Fig. 1: run 1, ports around the boundary
Bar = 20 um. Pins as bars across the die edge, other pins in gray.
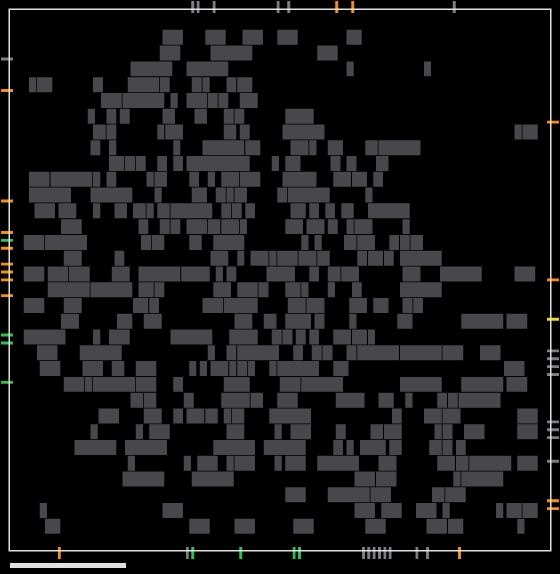
Fig. 2: run 1, where the registers sit
Bar = 20 um.
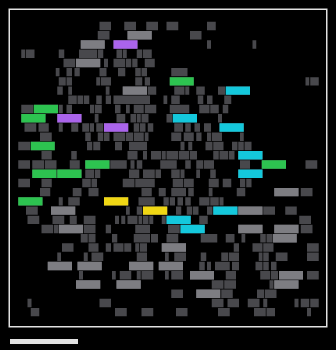
Fig. 3: run 1, close-up of the layout
Bar = 20 um. Window x 22 to 72, y 40 to 90 um. Cells in gray, sequential cells in the stronger gray; small squares are vias.
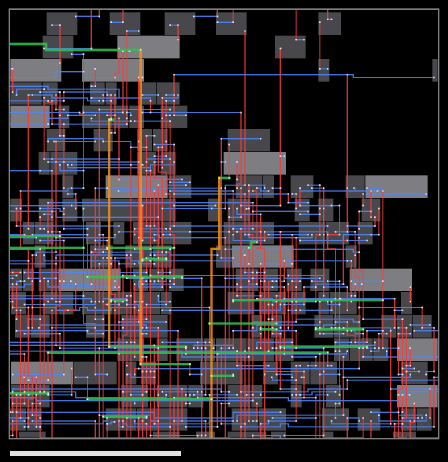
Fig. 4: run 1, clock routing
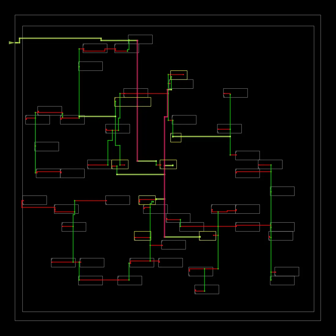
--- src/rtl/freq_counter.sv ---
// rtl/freq_counter.sv - symbol frequency table builder over a shared SRAM port
//
// Ports:
//   clk, rst      single clock, synchronous active-high reset
//   freq_enable   level; this stage owns the SRAM port while high
//   sym_valid     incoming symbol byte valid
//   sym_in        incoming symbol byte
//   EOT_flag      end-of-text marker from the byte source
//   sram_rdata    SRAM read data, valid RD_LAT cycles after the read strobe
//   sym_ready     symbol accepted this cycle when sym_valid is also high
//   sym_addr      SRAM word address
//   sym_read      SRAM read strobe
//   sym_write     SRAM write strobe
//   sym_data      SRAM write data
//   freq_done     one-cycle pulse when the table is complete

module freq_counter #(
  parameter logic [15:0] BASE_ADDR = 16'h0100,
  parameter int          RD_LAT    = 1
) (
  input  logic        clk,
  input  logic        rst,
  input  logic        freq_enable,
  input  logic        sym_valid,
  input  logic [7:0]  sym_in,
  input  logic        EOT_flag,
  input  logic [7:0]  sram_rdata,
  output logic        sym_ready,
  output logic [15:0] sym_addr,
  output logic        sym_read,
  output logic        sym_write,
  output logic [7:0]  sym_data,
  output logic        freq_done
);

  typedef enum logic [2:0] {
    IDLE,
    CLEAR,
    WAIT_SYM,
    READ,
    WAIT_RD,
    WRITE,
    DONE
  } state_t;

  localparam logic [1:0] RD_LAST = 2'(RD_LAT - 1);

  state_t      state_q;
  logic [7:0]  idx_q;
  logic [1:0]  cnt_q;
  logic [7:0]  sym_q;
  logic        eot_q;
  logic        armed_q;   // freq_enable has been seen low since the last run
  logic        ready_q;
  logic [15:0] addr_q;
  logic        read_q;
  logic        write_q;
  logic [7:0]  data_q;
  logic        done_q;

  logic [7:0]  idx_d;
  logic [7:0]  sat_d;
  logic        eot_d;
  logic        busy;

  assign idx_d = idx_q + 8'd1;
  // Counts saturate so a very frequent symbol never wraps back to zero.
  assign sat_d = (sram_rdata == 8'hFF) ? 8'hFF : sram_rdata + 8'd1;
  assign eot_d = eot_q | EOT_flag;
  // States that a dropped freq_enable aborts.
  assign busy  = (state_q == CLEAR) || (state_q == WAIT_SYM) || (state_q == READ) ||
                 (state_q == WAIT_RD) || (state_q == WRITE);

  // Outputs are registered: each branch sets the values that belong to the
  // state being entered, so they are valid for the whole of that state.
  always_ff @(posedge clk) begin
    if (rst) begin
      state_q <= IDLE;
      idx_q   <= 8'h00;
      cnt_q   <= 2'd0;
      sym_q   <= 8'h00;
      eot_q   <= 1'b0;
      armed_q <= 1'b0;
      ready_q <= 1'b0;
      addr_q  <= 16'h0000;
      read_q  <= 1'b0;
      write_q <= 1'b0;
      data_q  <= 8'h00;
      done_q  <= 1'b0;
    end else begin
      ready_q <= 1'b0;
      addr_q  <= 16'h0000;
      read_q  <= 1'b0;
      write_q <= 1'b0;
      data_q  <= 8'h00;
      done_q  <= 1'b0;

      if (busy && !freq_enable) begin
        // Abort: the SRAM port is no longer ours; a half-done entry is left.
        state_q <= IDLE;
        eot_q   <= 1'b0;
        armed_q <= 1'b1;
      end else begin
        case (state_q)
          IDLE: begin
            if (!freq_enable) begin
              armed_q <= 1'b1;
            end else if (armed_q) begin
              state_q <= CLEAR;
              armed_q <= 1'b0;
              idx_q   <= 8'h00;
              write_q <= 1'b1;
              addr_q  <= BASE_ADDR;
            end
          end

          CLEAR: begin
            eot_q <= eot_d;
            if (idx_q == 8'hFF) begin
              if (eot_d) begin
                state_q <= DONE;
                done_q  <= 1'b1;
              end else begin
                state_q <= WAIT_SYM;
                ready_q <= 1'b1;
              end
            end else begin
              idx_q   <= idx_d;
              write_q <= 1'b1;
              addr_q  <= BASE_ADDR + {8'h00, idx_d};
            end
          end

          WAIT_SYM: begin
            if (sym_valid) begin
              state_q <= READ;
              sym_q   <= sym_in;
              eot_q   <= EOT_flag;
              read_q  <= 1'b1;
              addr_q  <= BASE_ADDR + {8'h00, sym_in};
            end else if (EOT_flag) begin
              state_q <= DONE;
              done_q  <= 1'b1;
            end else begin
              ready_q <= 1'b1;
            end
          end

          READ: begin
            eot_q   <= eot_d;
            state_q <= WAIT_RD;
            cnt_q   <= 2'd0;
            addr_q  <= addr_q;
          end

          WAIT_RD: begin
            eot_q <= eot_d;
            if (cnt_q == RD_LAST) begin
              state_q <= WRITE;
              write_q <= 1'b1;
              addr_q  <= BASE_ADDR + {8'h00, sym_q};
              data_q  <= sat_d;
            end else begin
              cnt_q  <= cnt_q + 2'd1;
              addr_q <= addr_q;
            end
          end

          WRITE: begin
            if (eot_d) begin
              state_q <= DONE;
              done_q  <= 1'b1;
            end else begin
              state_q <= WAIT_SYM;
              ready_q <= 1'b1;
            end
          end

          DONE: begin
            state_q <= IDLE;
            eot_q   <= 1'b0;
            armed_q <= !freq_enable;
          end

          default: begin
            state_q <= IDLE;
            eot_q   <= 1'b0;
          end
        endcase
      end
    end
  end

  assign sym_ready = ready_q;
  assign sym_addr  = addr_q;
  assign sym_read  = read_q;
  assign sym_write = write_q;
  assign sym_data  = data_q;
  assign freq_done = done_q;

endmodule

--- config.mk ---
export PLATFORM = sky130hd
export DESIGN_NAME = freq_counter
export DESIGN_NICKNAME = d
export VERILOG_FILES = /design/src/rtl/freq_counter.sv
export SDC_FILE = /design/constraint.sdc
export NUM_CORES = 1
export LEC_CHECK = 0
export CAP_MARGIN = 10
export CORE_MARGIN = 2
export CORE_UTILIZATION = 30
export CTS_CLUSTER_SIZE = 24
export DETAILED_ROUTE_END_ITERATION = 10
export GPL_TIMING_DRIVEN = 0
export HOLD_SLACK_MARGIN = 0.06
export PLACE_DENSITY = 0.54
export RECOVER_POWER = 100
export SYNTH_ARGS = -nofsm -noshare
export SYNTH_HDL_FRONTEND = slang
export SYNTH_SLANG_ARGS = --single-unit
--- constraint.sdc ---
create_clock -name clk -period 2 [get_ports clk]
set_input_delay 0.4 -clock clk [delete_from_list [all_inputs] [get_ports clk]]
set_output_delay 0.4 -clock clk [all_outputs]
set_load 0.005 [all_outputs]
==> results_slide.txt, run 1 <==
Key Metrics from the Run

Yosys
  – Xor/xnor share: 0.02206
  – Yosys stat cell total: approximately 280
  – Cell count after synthesis: approximately 280
  – Ys async rst share: 0
  – Synth Flop Type: dfxtp_1
  – Synth warn: 0
  – Synth flops: 44
  – Syn_area_per_cell: 8.448 um2
  – Top cells by area: dfxtp_1 (37%), a21oi_1 (5.7%), mux2i_1 (4.6%), nor2_1 (3.5%), buf_4 (2.2%)
  – Yosys chip area: between 2000 and 2500 um2
  – Post-Synth Adder-Cell Area: 0.01576
  – Cell type with the largest total area: dfxtp_1
  – Mux share: 0.04622
  – Simple-gate portion of the synthesized area: 0.2180
  – Number of enable flip-flop cells: 0
  – Yosys top cell area share: 0.3697

Critical path
  – R2r setup slk: 0.11 ns
  – Worst Path Buf+Inv: 2
  – Slowest Stage Delay on Critical Path: about 0.57 ns
  – Worst path arrival time: about 2.2 ns
  – Critical path class: input port to flop
  – CP max-delay cell: clkdlybuf4s50_1
  – CP Capture Type: flop
  – CP Capture Point: idx_q[4]$_SDFFE_PP0P_
  – Crit path launch type: input port
  – Reg-to-Reg End: sym_addr[6]$_SDFFE_PP0P_
  – CP top delay family: simple AND/OR/NAND/NOR gates
  – RR Startpoint: cnt_q[0]$_SDFFE_PP0P_
  – Crit path launch: freq_enable

Min path
  – HP Class: flop to flop
  – Hold worst-path end: cnt_q[0]$_SDFFE_PP0P_
  – Hold path depth: 2
  – Hold Path Origin: cnt_q[0]$_SDFFE_PP0P_

Placed design
  – GPL Wtd Cong: between 0.8 and 0.9
  – Hpwl dp: between 4 and 5 mm
  – Dpl ws: -0.3039 ns

Timing
  – Max Fclk: 506.6 MHz
  – Slew Viols, Final: 0
  – Hold Violations, Final: 0
  – Tightest Pin Transition: between 0.5 and 0.6 ns
  – Max-slew headroom: 0.6091
  – Worst Slack Setup Final: 0.02607 ns
  – # setup viols final: 0
  – Hold Slack: approximately 0.46 ns
  – Setup Total Neg Slack: 0 ns

GRT
  – Largest net degree at the start of global routing: 15
  – Vias in the first global route: between 2000 and 2500
  – First-pass GRT wire length: approximately 11 mm
  – Gr ovfl total: 0

Routing
  – Vias: approximately 2300
  – Drt first pass iters: 4
  – Drt wl/cell: between 15 and 20 um
  – Drc violations: 0
  – Final WL: about 6.7 mm
  – Final ANT Viol Nets: 0
  – Vias per cell: roughly 5.2

Power
  – Maximum vdd ir drop: 0.0002592 V
  – Leakage: approximately 1.2 nW

Clock tree
  – Clk root buf: clkbuf_8
  – CTS tree: built
  – CTS Hold Buffers Added: 0
  – H-tree depth: 2
  – CTS clock-pin slew for the worst setup and hold paths: ~0.090 ns
  – Num CTS Buffers: 5

Job
  – Tool Warnings: 27

Die
  – Die area: slightly below 9000 um2
  – Ports: about 50
  – Core area: ~7700 um2
  – Num rows: 32
  – Pre-Place Util: 0.3083

Cells and area
  – Ratio of cells with drive above 1 in the final layout: 0.1104
  – Nets: between 300 and 400
  – Antenna cells: 0
  – Area grow syn2layout: 29.04%

Run status
  – Status: completed
About Fig. 1:
[`sym_in`] green | pins: 8 | direction: input | edge: 4 south, 4 west
[`sym_write`] yellow | pins: 1 | direction: output | edge: east
[`sym_addr`] orange | pins: 16 | direction: output | edge: 8 west, 4 east, 2 south, 2 north
all pins by edge: 15 south, 13 west, 13 east, 8 north
Die W: 93.11 um
PortBufs: 40
die height: 93.11 um

About Fig. 2:
[`idx_q`] cyan | sequential cells: 8
[`sym_addr`] green | sequential cells: 9
[`state_q`] purple | sequential cells: 3
[`cnt_q`] yellow | sequential cells: 2
not colored: 22
Reg area: 880.8 um2
Seq power: 0.000905 W
Util after Layout: 0.3978
Seq/total area: 0.2865

About Fig. 3:
[metal 1] blue
[metal 3] green
[metal 4] orange
[metal 2] red
sequential cells in the window: 13
most frequent: a21oi_1 (13), dfxtp_1 (13)
netlist names of flops here include: `idx_q` (5), `state_q` (2), `sym_addr` (2)
cells with their middle in the window: 145

About Fig. 4:
# clock sinks: 44
registers: 44

run 1: state kept, by name, indices dropped and copies added (netlist names):
| signal | count |
|---|---|
| sym_read | 1 |
| idx_q | 8 |
| sym_addr | 9 |
| freq_done | 1 |
| sym_q | 8 |
| armed_q | 1 |
| sym_ready | 1 |
| eot_q | 1 |
| state_q | 3 |
| sym_write | 1 |
| sym_data | 8 |
| cnt_q | 2 |
run 1: routing by layer:
metal  vias up  track usage  routed length, um
met1      1056       0.2133               3161
li1       1135            -                  -
met2        70       0.2542               3026
met3         9      0.03062                380
met4         0      0.05270                109
met5         -            0                  0
run 1: worst min-delay path, cell delays in order (launching register included):
cell     delay [ns]
dfxtp_1        0.32
nand2_1        0.05
a21oi_1        0.05
run 1: cells by family (layout without fill, tap and decap cells):
kind of cell | after synthesis | count (layout)
AOI/OAI and AO/OA | 90 | 90
xor gates and xnor gates | 6 | 6
adders and majority gates | 3 | 3
buffers and inverters | 36 | 83
DFF | 44 | 44
muxes | 11 | 11
other | 1 | 7
and+or+nand+nor | 91 | 91
run 1: synthesized netlist by cell type, types with 3 or more instances:
| cell | number |
|---|---|
| dfxtp_1 | 44 |
| a21oi_1 | 27 |
| nor2_1 | 22 |
| clkbuf_1 | 12 |
| mux2i_1 | 11 |
| nand2_1 | 10 |
| nand3_1 | 9 |
| o21ai_1 | 9 |
| buf_2 | 8 |
| nor2b_1 | 8 |
| nor3_1 | 8 |
| buf_4 | 7 |
| a31oi_1 | 6 |
| o21ai_0 | 6 |
| inv_1 | 5 |
| a211oi_1 | 4 |
| and3_1 | 4 |
| and3b_1 | 4 |
| nand2b_1 | 4 |
| o2bb2ai_1 | 4 |
| xnor2_1 | 4 |
| a22oi_1 | 3 |
| a311oi_1 | 3 |
| a32o_1 | 3 |
| ha_1 | 3 |
| o21a_1 | 3 |
| o31ai_1 | 3 |
| or3_1 | 3 |
run 1: where the power goes:
| group | internal, W | total, W | leakage [nW] | switching [W] |
|---|---|---|---|---|
| Sequential | 0.000892 | 0.000905 | 0.355 | 0.0000133 |
| Combinational | 0.000129 | 0.000299 | 0.808 | 0.000170 |
| Clock | 0.000409 | 0.000743 | 0.0614 | 0.000334 |
run 1: through the flow:
| step | instance area [um2] | instances | utilization | total power, W |
|---|---|---|---|---|
| global route | 3074 | 437 | 0.3978 | 0.002047 |
| floorplan | 2405 | 288 | - | 0.001100 |
| detailed placement | 2933 | 430 | 0.3795 | 0.001218 |
| global placement | 2933 | 430 | 0.3795 | 0.001219 |
| CTS | 3052 | 437 | 0.3949 | 0.001968 |
| finish | 3074 | 437 | 0.3978 | 0.001947 |
run 1: cell type report:
cell class | count | area [um2]
fill | 805 | 4653
multi-input combinational | 208 | 1373
sequential | 44 | 880.8
timing repair buffer | 40 | 400.4
buffer | 28 | 145.1
tap | 102 | 127.6
clock buffer | 6 | 82.58
clock inverter | 2 | 38.79
inverter | 7 | 26.28
run 1: repair_timing:
item,CTS,global route
setup endpoints to repair,3,5
gates cloned,0,0
resized,2,6
==> run 2, diff against run 1 <==
--- a/config.mk
+++ b/config.mk
@@ -14,6 +14,7 @@
 export HOLD_SLACK_MARGIN = 0.06
 export PLACE_DENSITY = 0.54
 export RECOVER_POWER = 100
+export SLEW_MARGIN = 20
 export SYNTH_ARGS = -nofsm -noshare
 export SYNTH_HDL_FRONTEND = slang
 export SYNTH_SLANG_ARGS = --single-unit
Fig. 5: run 2, where the registers sit
Bar = 20 um.
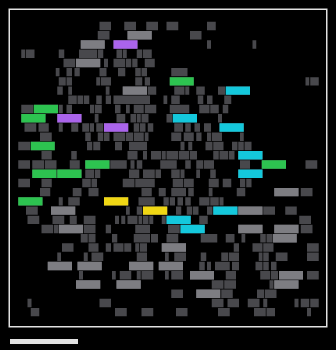
[`state_q`] purple | sequential cells: 3
[`sym_addr`] green | sequential cells: 9
[`cnt_q`] yellow | sequential cells: 2
[`idx_q`] cyan | sequential cells: 8
not colored: 22

Fig. 6: run 2, clock routing
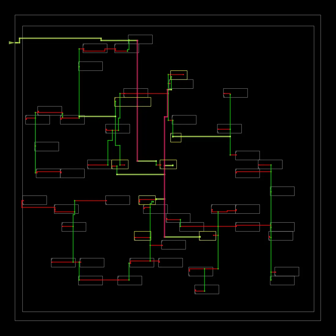
Worst-Skew Late Latency: 0.30 ns
number of clock-tree buffers in the layout: 6
skew final: 0.002741 ns
P_clk: 0.000743 W
Num CTS Buffers: 5

Fig. 7: run 2, metal 1
Bar = 20 um.
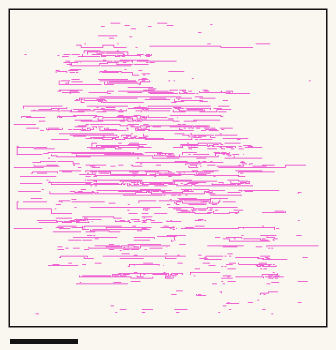
wire length on this layer: 3160 um
main direction: horizontal
longest straight run: 25.8 um
share of all routed wire: 47%
nets with wire on the layer: 321
Vias: 2270
final WL: 6.677 mm
grt met1 use: 0.2133

==> results_slide.txt, run 2 <==
Key Metrics from the Run

Cells and area
  – Util after Layout: 0.3978
  – Most common cell after layout, fill and taps aside: dfxtp_1
  – Fin cells: roughly 440
  – Max FFs per register: 9
  – Antenna cells: 0
  – Nets: 358
  – Filler cells: between 800 and 900

Critical path
  – Worst path depth: 6
  – R2r setup slk: around 0.11 ns
  – Worst Path Buf+Inv: 2
  – Worst path arrival time: about 2.2 ns
  – CP Capture Type: flop
  – Critical path class: input port to flop
  – Crit path launch type: input port
  – CP top delay family: simple AND/OR/NAND/NOR gates
  – CP max-delay cell: clkdlybuf4s50_1

Yosys
  – Synth Flop Type: dfxtp_1
  – Top cells by area: dfxtp_1 (37%), a21oi_1 (5.7%), mux2i_1 (4.6%), nor2_1 (3.5%), buf_4 (2.2%)
  – Top-count cell post-synth: dfxtp_1
  – Yosys top cell area share: 0.3697
  – Yosys stat cell total: around 280
  – Cell type with the largest total area: dfxtp_1
  – Yosys chip area: about 2400 um2
  – Cell count after synthesis: 282
  – Ys async rst share: 0
  – Synth flops: ~44
  – Number of enable flip-flop cells: 0
  – Synth warn: 0
  – Top cells by count: dfxtp_1 (44), a21oi_1 (27), nor2_1 (22)
  – Syn_area_per_cell: 8.448 um2

Timing
  – Max-slew headroom: 0.6091
  – Worst Slack Setup Final: approximately 0.026 ns
  – Slew Viols, Final: 0
  – Max Fclk: roughly 510 MHz
  – Hold Violations, Final: 0
  – Tightest Pin Transition: ~0.58 ns
  – # setup viols final: 0

Routing
  – Vias per cell: approximately 5.2
  – Drc violations: 0
  – Drt wl/cell: around 15 um
  – Final ANT Viol Nets: 0
  – Drt first pass iters: 4

GRT
  – First-pass GRT wire length: 10.72 mm
  – Gr ovfl total: 0
  – Vias in the first global route: just over 2000
  – Largest net degree at the start of global routing: 15

Power
  – Maximum vdd ir drop: ~0.00026 V
  – Clock power share: 0.382
  – NetSw: a little over 0.0005 W
  – Comb power frac: 0.154
  – P_int: approximately 0.0014 W
  – Flop pwr share: 0.465
  – Switching share of power: 0.2660
  – Leakage: 1.225 nW

Clock tree
  – Clk root buf: clkbuf_8
  – CTS Hold Buffers Added: 0
  – H-tree depth: 2
  – # clock sinks: about 44
  – CTS tree: built
  – CTS clock-pin slew for the worst setup and hold paths: 0.09 ns

Die
  – Die height: just over 90 um
  – Ports: just under 50
  – Pre-Place Util: 0.3083
  – Die area: 8669 um2
  – Num rows: 32
  – Die W: around 93 um

Min path
  – Hold path depth: 2

Placed design
  – GPL Wtd Cong: about 0.83
  – Dpl ws: -0.3039 ns
  – Inst Count DP: ~430
  – Hpwl dp: a little under 5 mm
  – PortBufs: 40

Job
  – Tool Warnings: 27

Run status
  – Status: completed
## run 2: cell counts after synthesis
No cell type changed its count.
## run 2: power by group through the flow
stage | combinational (W) | clock, W | sequential [W]
final | 0.000299 | 0.000743 | 0.000905
after global routing | 0.000327 | 0.000813 | 0.000907
after CTS | 0.000295 | 0.000768 | 0.000905
after detailed placement | 0.000293 | 0 | 0.000925
after global placement | 0.000294 | 0 | 0.000925
after floorplan | 0.000177 | 0 | 0.000923
## run 2: worst reg2reg max path, stage by stage, from the launching register on
cell	delay [ns]
dfxtp_1	0.34
inv_1	0.06
ha_1	0.27
nor4b_2	0.39
or2_4	0.25
a22oi_1	0.10
a221oi_1	0.36
## run 2: cell families after synthesis
family | after synthesis | share of synthesized area
DFF | 44 | 0.3697
other | 1 | 0.001574
buffers and inverters | 36 | 0.07196
muxes | 11 | 0.04622
adders and majority gates | 3 | 0.01576
xor gates and xnor gates | 6 | 0.02206
and+or+nand+nor | 91 | 0.2180
AOI/OAI and AO/OA | 90 | 0.2547
## run 2: cell type report
class,count,area [um2],share of cell area
Sequential cell,44,880.8,0.2865
Clock inverter,2,38.79,0.01262
Inverter,7,26.28,0.008547
Tap cell,102,127.6,0.04151
Buffer,28,145.1,0.04721
Timing Repair Buffer,40,400.4,0.1302
Multi-Input combinational cell,208,1373,0.4465
Clock buffer,6,82.58,0.02686
## run 2: metrics by stage
step | cell area (um2) | total power, W | hold slack, ns | setup TNS (ns)
3_3_place_gp | 2933 | 0.001219 | 0.4413 | -4.463
2_1_floorplan | 2405 | 0.001100 | 0.4319 | 0
3_5_place_dp | 2933 | 0.001218 | 0.4462 | -4.333
6_report | 3074 | 0.001947 | 0.4618 | 0
5_1_grt | 3074 | 0.002047 | 0.4781 | -0.03502
4_1_cts | 3052 | 0.001968 | 0.4636 | 0
## run 2: what timing repair did
item	4_1_cts	5_1_grt
hold endpoints to repair	0	0
endpoints found under the setup margin	3	5
resized	2	6
## run 2: worst paths after layout
check                             start                  endpoint
setup / recovery            freq_enable     idx_q[4]$_SDFFE_PP0P_
hold / removal    cnt_q[0]$_SDFFE_PP0P_     cnt_q[0]$_SDFFE_PP0P_
setup reg to reg  cnt_q[0]$_SDFFE_PP0P_  sym_addr[6]$_SDFFE_PP0P_
hold reg to reg   cnt_q[0]$_SDFFE_PP0P_     cnt_q[0]$_SDFFE_PP0P_
## run 2: layer usage
metal	vias to the layer above	track usage	wire, um
li1	1135	-	-
met1	1056	0.2133	3161
met2	70	0.2542	3026
met3	9	0.03062	380
met4	0	0.05270	109
met5	-	0	0
Power and IR drop assume default switching activity.
